### config.mk
export PLATFORM = sky130hd
export DESIGN_NAME = bu_addsub_64
export DESIGN_NICKNAME = d
export VERILOG_FILES = /design/src/rtl/bu_addsub_64.sv
export SDC_FILE = /design/constraint.sdc
export NUM_CORES = 2
export LEC_CHECK = 0
export CORE_MARGIN = 2
export CORE_UTILIZATION = 30
export CTS_CLUSTER_DIAMETER = 50
export DETAILED_ROUTE_END_ITERATION = 12
export PLACE_DENSITY = 0.56
export SLEW_MARGIN = 20
export SYNTH_ARGS = -nofsm -noshare
export SYNTH_HDL_FRONTEND = slang
export SYNTH_SLANG_ARGS = --single-unit
### constraint.sdc
create_clock -name clk -period 37 [get_ports clk]
set_input_delay 7.4 -clock clk [delete_from_list [all_inputs] [get_ports clk]]
set_output_delay 7.4 -clock clk [all_outputs]
set_load 0.01 [all_outputs]
### src/rtl/bu_addsub_64.sv
// Butterfly add/sub back end for the 64-bit BU.
// Delays A to meet WB, then forms A+WB and A-WB mod q, optionally halved.
module bu_addsub_64 #(
   parameter int DELAY = 8
) (
   input  logic        clk,
   input  logic        rst,
   input  logic [63:0] q,
   input  logic        in_valid,
   input  logic [1:0]  mode,
   input  logic [63:0] a_in,
   input  logic [63:0] wb_in,
   output logic [63:0] e_out,
   output logic [63:0] o_out,
   output logic        out_valid
);

   logic [DELAY-1:0]        dl_valid;
   logic [DELAY-1:0][1:0]   dl_mode;
   logic [DELAY-1:0][63:0]  dl_a;

   logic        s1_valid;
   logic [1:0]  s1_mode;
   logic [63:0] s1_a;
   logic [63:0] s1_wb;
   logic [64:0] s1_sum;
   logic [64:0] s1_diff;

   logic [63:0] s_red;
   logic [63:0] d_red;
   logic [63:0] e_next;
   logic [63:0] o_next;

   // (x + q) / 2 for odd x written as x/2 + q/2 + 1 so it stays in 64 bits
   function automatic logic [63:0] halve(
      input logic [63:0] x,
      input logic [62:0] qh
   );
      logic [63:0] r;
      r = {1'b0, x[63:1]};
      if (x[0]) begin
         r = r + {1'b0, qh} + 64'd1;
      end
      return r;
   endfunction

   // Delay line: A, mode and valid travel alongside the multiplier latency
   always_ff @(posedge clk or posedge rst) begin
      if (rst) begin
         dl_valid <= '0;
         dl_mode  <= '0;
         dl_a     <= '0;
      end else begin
         dl_valid[0] <= in_valid;
         dl_mode[0]  <= mode;
         dl_a[0]     <= a_in;
         for (int i = 1; i < DELAY; i++) begin
            dl_valid[i] <= dl_valid[i-1];
            dl_mode[i]  <= dl_mode[i-1];
            dl_a[i]     <= dl_a[i-1];
         end
      end
   end

   // Stage 1: raw 65-bit sum and difference plus operand copies
   always_ff @(posedge clk or posedge rst) begin
      if (rst) begin
         s1_valid <= 1'b0;
         s1_mode  <= 2'd0;
         s1_a     <= 64'd0;
         s1_wb    <= 64'd0;
         s1_sum   <= 65'd0;
         s1_diff  <= 65'd0;
      end else begin
         s1_valid <= dl_valid[DELAY-1];
         s1_mode  <= dl_mode[DELAY-1];
         s1_a     <= dl_a[DELAY-1];
         s1_wb    <= wb_in;
         s1_sum   <= {1'b0, dl_a[DELAY-1]} + {1'b0, wb_in};
         s1_diff  <= {1'b0, dl_a[DELAY-1]} - {1'b0, wb_in};
      end
   end

   // Stage 2 combinational: modular correction, optional halving, mode select
   always_comb begin
      s_red = s1_sum[63:0];
      if (s1_sum >= {1'b0, q}) begin
         s_red = s1_sum[63:0] - q;
      end
      d_red = s1_diff[63:0];
      if (s1_diff[64]) begin
         d_red = s1_diff[63:0] + q;
      end
      e_next = s_red;
      o_next = d_red;
      if (s1_mode[1]) begin
         e_next = s1_a;
         o_next = s1_wb;
      end else if (s1_mode[0]) begin
         e_next = halve(s_red, q[63:1]);
         o_next = halve(d_red, q[63:1]);
      end
   end

   // Output registers
   always_ff @(posedge clk or posedge rst) begin
      if (rst) begin
         e_out     <= 64'd0;
         o_out     <= 64'd0;
         out_valid <= 1'b0;
      end else begin
         e_out     <= e_next;
         o_out     <= o_next;
         out_valid <= s1_valid;
      end
   end

endmodule

Metal 1:
Scale bar: 100 µm. Cells faint in the background.
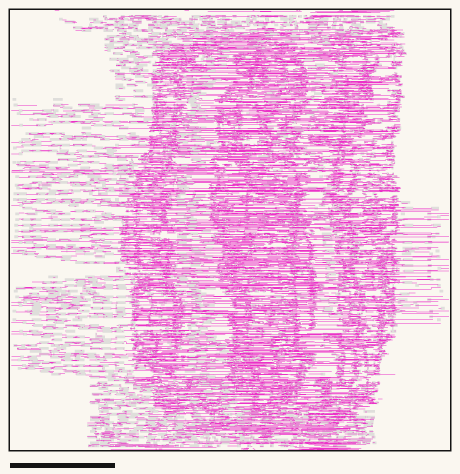
The wires run mostly horizontal. The layer carries 93.8 mm of wire. The longest straight run is 181 µm. The layer holds 47% of the routed length.

==> changes_impl.md <==
### Implementation results

- Largest Pwr Group: combinational logic
- CP max stage delay: 780 ps
- Reg2Reg Setup Slack: 28560 ps
- Largest area contributor in the netlist: dfrtp_1
- Chip area: 175000 µm²
- Internal power: 2.54 mW
- Hold WS: around 320 ps
- Area of the mapped netlist: 51400 µm²
- Routed Antenna Nets: 0
- Layout Utilization: roughly 36%
- Clock Path Buffers: 3
- WHS Path Cells: 0
- Yosys warning tally: 0
- R2R Path Start: s1_sum[0]
- Cells on worst reg2reg path: 24
- Via count: 42100
- Total CTS buffers: 111
- Via density: between 5 and 6
- Switching pwr: 1.79 mW
- Combinational power share: 46.1%
- Critical-path top delay cell: clkdlybuf4s50_1
- Yosys stat area: between 50000 and 60000 µm²
- Static leakage: 26.4 nW
- Synthesized instance count: 5313
- Worst Tran Pin Value: 1090 ps
- Largest net degree at the start of global routing: 170
- Late-Pin Clk Latency: 750 ps
- Tot GR Track Use: 22.3%
- Status: complete, no violations
Met2 routing:
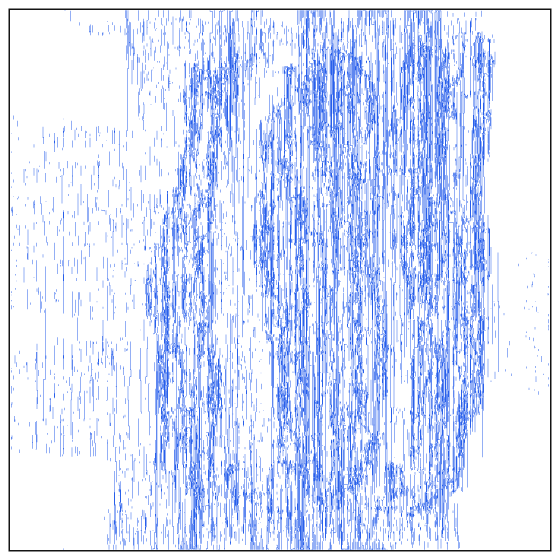
The wires run mostly vertical. 4998 nets have wire on it. The layer carries 82.9 mm of wire. The longest straight run is 228 µm. The layer holds 42% of the routed length.

## cells in the final DEF, fill, tap and decap left out, types with 17 or more instances in the layout
cell	netlist	routed
a211oi_1	47	46
a21o_1	169	169
a21oi_1	527	527
a221oi_1	23	23
a31oi_1	63	63
and2_1	17	17
and3_1	27	27
buf_4	5	36
clkbuf_1	172	21
clkbuf_16	0	111
clkdlybuf4s50_1	0	325
dfrtp_1	925	922
diode_2	0	24
ha_1	387	387
inv_1	310	307
mux2_2	64	64
mux2i_1	35	33
nand2_1	465	464
nand2b_1	34	34
nand3_1	62	62
nand4_1	101	101
nor2_1	354	350
nor2b_1	54	54
nor3_1	73	73
nor4_1	25	25
o211ai_1	57	57
o21a_1	50	50
o21ai_0	319	319
o21ai_1	25	24
o21bai_1	83	83
o22ai_1	40	40
o31ai_1	45	45
or3_1	30	30
xnor2_1	240	240
xor2_1	103	103
## kinds of logic after synthesis
family                   Yosys count
XOR/XNOR                         343
flip-flops                       925
AND/OR/NAND/NOR                 1303
adder cells (fa/ha/maj)          393
multiplexers                      99
buffers and inverters            554
AND-OR/OR-AND                   1696
## layout make-up
cell class	count	share of cell area [%]
timing repair buffer	364	5.87
multi-input combinational	3834	43.1
inverter	317	1.97
clock buffer	144	4.97
sequential	925	38.1
tap	2218	4.57
antenna	24	0.0989
clock inverter	55	1.35
## registers in the layout (all words and copies together) (netlist names)
signal     cells
dl_a         512
s1_sum        65
e_out         64
o_out         64
s1_a          64
s1_diff       64
s1_wb         64
dl_mode       16
dl_valid       8
s1_mode        2
out_valid      1
s1_valid       1
## layer usage
metal,track usage [%],wire (µm),vias to the layer above
met3,3.65,13600,298
met1,32.7,93800,20700
met4,9.65,8120,16
li1,-,-,19500
met2,31.9,82900,1586
met5,0,95,-
Power and IR drop assume default switching activity.
